===== src/rtl/vsync_provider.sv =====
// rtl/vsync_provider.sv - vertical timing stage: line ticks from HSYNC, VSYNC, row coordinate, frame pulses
module vsync_provider #(
  parameter int VerticalFrontPorch = 10,
  parameter int VSYNCPulse         = 2,
  parameter int VerticalBackPorch  = 33,
  parameter int VisibleLines       = 480
) (
  input  logic       Pixelclock,
  input  logic       reset,
  input  logic       enable,
  input  logic       HSYNC,
  output logic       VSYNC,
  output logic [9:0] Y,
  output logic       line_visible,
  output logic       frame_start,
  output logic [7:0] frame_count
);

  localparam int LT = VerticalFrontPorch + VSYNCPulse + VerticalBackPorch + VisibleLines;
  localparam logic [9:0] SYNC_START = 10'(VerticalFrontPorch);
  localparam logic [9:0] BP_START   = 10'(VerticalFrontPorch + VSYNCPulse);
  localparam logic [9:0] VIS_START  = 10'(VerticalFrontPorch + VSYNCPulse + VerticalBackPorch);
  localparam logic [9:0] LAST_LINE  = 10'(LT - 1);

  typedef enum logic [1:0] {V_FP, V_SYNC, V_BP, V_VIS} vstate_t;

  vstate_t    state, state_next;
  logic       hsync_q;
  logic       line_tick;
  logic       wrap;
  logic [9:0] line_cnt, line_cnt_next;

  // End of the horizontal sync pulse; an edge seen while disabled is dropped.
  assign line_tick = enable & HSYNC & ~hsync_q;
  assign wrap      = line_tick & (line_cnt == LAST_LINE);

  always_ff @(posedge Pixelclock or posedge reset) begin
    if (reset) hsync_q <= 1'b1;
    else       hsync_q <= HSYNC;
  end

  always_ff @(posedge Pixelclock or posedge reset) begin
    if (reset) begin
      state    <= V_FP;
      line_cnt <= '0;
    end else begin
      state    <= state_next;
      line_cnt <= line_cnt_next;
    end
  end

  always_comb begin
    line_cnt_next = line_cnt;
    state_next    = state;
    if (line_tick) begin
      line_cnt_next = wrap ? 10'd0 : line_cnt + 10'd1;
      case (state)
        V_FP:   if (line_cnt_next == SYNC_START) state_next = V_SYNC;
        V_SYNC: if (line_cnt_next == BP_START)   state_next = V_BP;
        V_BP:   if (line_cnt_next == VIS_START)  state_next = V_VIS;
        V_VIS:  if (line_cnt_next == 10'd0)      state_next = V_FP;
      endcase
    end
  end

  // Outputs follow the post-tick line, so they hold for the whole line.
  always_ff @(posedge Pixelclock or posedge reset) begin
    if (reset) begin
      VSYNC        <= 1'b1;
      Y            <= '0;
      line_visible <= 1'b0;
      frame_start  <= 1'b0;
      frame_count  <= '0;
    end else begin
      VSYNC        <= (state_next != V_SYNC);
      line_visible <= (state_next == V_VIS);
      Y            <= (state_next == V_VIS) ? line_cnt_next - VIS_START : 10'd0;
      frame_start  <= wrap;
      if (wrap) frame_count <= frame_count + 8'd1;
    end
  end

endmodule


===== config.mk =====
export PLATFORM = sky130hd
export DESIGN_NAME = vsync_provider
export DESIGN_NICKNAME = d
export VERILOG_FILES = /design/src/rtl/vsync_provider.sv
export SDC_FILE = /design/constraint.sdc
export NUM_CORES = 1
export LEC_CHECK = 0
export ABC_AREA = 1
export CORE_AREA = 4 4 53 102
export DETAILED_ROUTE_END_ITERATION = 12
export DIE_AREA = 0 0 57 106
export HOLD_SLACK_MARGIN = 0.1
export PLACE_DENSITY = 0.62
export SYNTH_ARGS = -nofsm -noshare
export SYNTH_HDL_FRONTEND = slang
export SYNTH_SLANG_ARGS = --single-unit

===== constraint.sdc =====
create_clock -name Pixelclock -period 3.01 [get_ports Pixelclock]
set_input_delay 0.4515 -clock Pixelclock [delete_from_list [all_inputs] [get_ports Pixelclock]]
set_output_delay 0.4515 -clock Pixelclock [all_outputs]
set_load 0.05 [all_outputs]

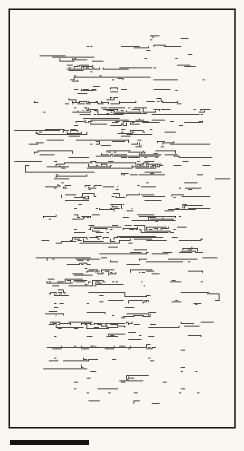
met1.png
The bar under the picture is 20 um long.
The layer carries 1,500 um of wire. The layer holds 36% of the routed length.
vias: 1,609
drt total wl: 4185 um
met1 usage: 0.1502

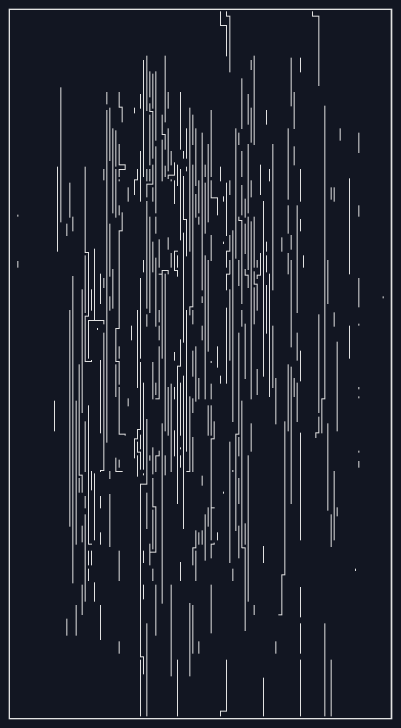
met2.png
The layer carries 2,380 um of wire. The layer holds 57% of the routed length. 226 nets have wire on it. The wires run mostly vertical. The longest straight run is 49.6 um.

==> qor.csv <==
stage;metric;value;unit
worst_setup_path;worst_ep_required_time;3.18;ns
yosys;top_cells_by_count;nand2_1, dfrtp_1, inv_1;
drt;ant_nets;0;
yosys;edf_count;0;
drt;routedWlPerCell;12.57;um
clock_network;tritoncts;built;
clock_network;cts-root-buf;clkbuf_8;
yosys;ff_type;dfrtp_1;
floorplan;core-area;4642;um2
clock_network;htreeDepth;2;
power;cellPowerDensity;656.1;nW/um2
yosys;syn-num-nets;256;
final_timing;min_period;2.592;ns
floorplan;std_cell_rows;35;
final_layout;final-seq-area;853.3;um2
min_path;hold_path_class;reg -> reg;
floorplan;io_pins;25;
final_timing;worst_slew_margin_rel;0.6397;
clock_network;cts_sinks;34;
worst_setup_path;end_kind;register;
flow_run;max_cap_violations;0;
clock_network;clockBufferDepth;2;
final_timing;finalSetupTns;0;ns
worst_setup_path;path_max_fanout;13;
placed_design;gp_congestion;0.8754;
global_routing;grt_pass1_vias;1562;
yosys;yosys_cells;248;
yosys;yosysWarningCount;0;
floorplan;fp.dieH;106;um
yosys;async_reset_ff_frac;1.000;
clock_network;path_clk_slew;0.07;ns
yosys;syn_area;1981;um2
drt;drt_pass1_iterations;4;
worst_setup_path;rrSetupSlack;0.42;ns
clock_network;cts_buffers;5;
clock_network;cts-resized-gates;0;
final_layout;areaGrowthSynthToFinish;21.79;%
final_timing;tightestPinTransition;0.5398;ns
yosys;yosysTopAreaCell;dfrtp_1;
final_layout;mi_logic_area;969.7;um2
final_timing;max_freq;385.8;MHz
final_timing;holdWs;0.4833;ns
drt;dr.first_iter.drc_count;46;
final_layout;design_area;2412;um2
final_layout;nets;285;
yosys;ys_chip_area;1981;um2
yosys;yosys.stat.seqShare;0.4308;
final_timing;rsz0062_at_grt;false;
global_routing;grt_start_max_net_pins;21;
yosys;numSynthFlops;34;
final_layout;num_antenna_cells;0;
final_layout;drive_above_1_share;0.1475;
yosys;synth_area_per_cell;7.986;um2
drt;drc;0;
clock_network;post_cts.repair.setup_buffers;0;
placed_design;hpwlAfterDp;3305;um
clock_network;hold_buffers;0;
global_routing;grt.total_usage;0.1538;
drt;via_per_inst;4.832;
worst_setup_path;startpoint_type;register;
global_routing;antenna_found_initial;0;
floorplan;chip_area;6042;um2
yosys;yosysUniqueCellTypes;32;
global_routing;grt_pass1_wl;7169;um
worst_setup_path;crit_arrival;2.76;ns
final_timing;drv_slew;0;
placed_design;portBuffers;24;
yosys;synth_cells;248;
outcome;status;finished clean;
final_layout;fillerInstances;470;
floorplan;die_width;57;um
global_routing;gr-total-overflow;0;
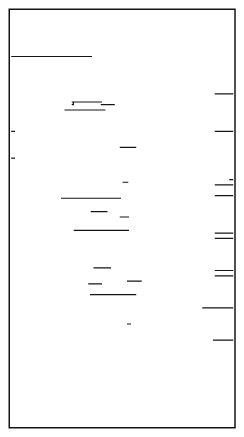
met3.png
The wires run mostly horizontal. The longest straight run is 20.2 um.
met3 Resource Use GR: 0.02916

routing by layer:
metal,wire length (um),up-vias,track usage
li1,-,812,-
met1,1500,749,0.1502
met2,2376,37,0.2913
met3,153,11,0.02916
met4,154,0,0.07960
met5,0,-,0
final timing paths:
kind	from	to	cells after the start
max reg2reg	line_cnt[0]$_DFF_PP0_	Y[6]$_DFF_PP0_	14
min reg2reg	frame_count[7]$_DFFE_PP0P_	frame_count[7]$_DFFE_PP0P_	1
min in group asynchronous	reset	frame_count[7]$_DFFE_PP0P_	2
max in group asynchronous	reset	VSYNC$_DFF_PP1_	3
min	frame_count[7]$_DFFE_PP0P_	frame_count[7]$_DFFE_PP0P_	1
max	line_cnt[0]$_DFF_PP0_	Y[6]$_DFF_PP0_	14
layout by cell type, fill, tap and decap left out, types with 2 or more instances in the layout:
cell,n
nor2_4,4
dfstp_2,2
xor2_1,9
xnor2_1,3
inv_1,31
dfrtp_1,32
nand4_1,2
ha_1,4
o21ai_0,5
nand2_1,82
nand2_2,5
nand3_2,2
nand3_1,17
nor2_1,18
buf_4,3
bufinv_16,2
clkbuf_8,5
nor3_1,2
nand2_4,4
clkdlybuf4s50_1,24
nor2_2,8
layout make-up:
class | instances | share of cell area
clock buffers | 5 | 0.02853
clock inverters | 3 | 0.02853
inverters | 32 | 0.04979
multi-input cells | 177 | 0.4020
flip-flops and latches | 34 | 0.3537
well taps | 55 | 0.02853
repair buffers | 27 | 0.1089
power by group:
part | switching, W | internal [W]
clock | 0.000172 | 0.000332
sequential | 0.0000712 | 0.000497
combinational | 0.000345 | 0.000165
total | 0.000589 | 0.000994
critical path: stages, from the launching register on:
cell	delay, ns
dfrtp_1	0.43
inv_1	0.21
ha_1	0.19
nand3_1	0.12
nor2_1	0.13
nand2_2	0.19
nand2_1	0.17
nand2_1	0.08
nand2_1	0.16
ha_1	0.21
nand3b_1	0.16
nand2_1	0.06
nand2_1	0.11
xor2_1	0.19
nor2_2	0.05
stage by stage:
stage                     cells    util
after floorplan             248       -
after global routing        333  0.5197
final                       333  0.5197
after global placement      325  0.4900
after CTS                   333  0.5197
after detailed placement    325  0.4900
flip-flops by register name (all words and copies together), names as in the netlist:
register and cells:
VSYNC 1, frame_start 1, frame_count 8, hsync_q 1, line_cnt 10, state 2
line_visible 1, Y 10
logic make-up after synthesis:
group	Yosys count	share of synthesized area
adders and majority gates	4	0.02527
DFF	34	0.4308
AOI/OAI and AO/OA	11	0.03790
and+or+nand+nor	150	0.3733
xor gates and xnor gates	12	0.05307
buffers and inverters	37	0.07959
No activity file was given, so power comes from the tool's default toggle rates.
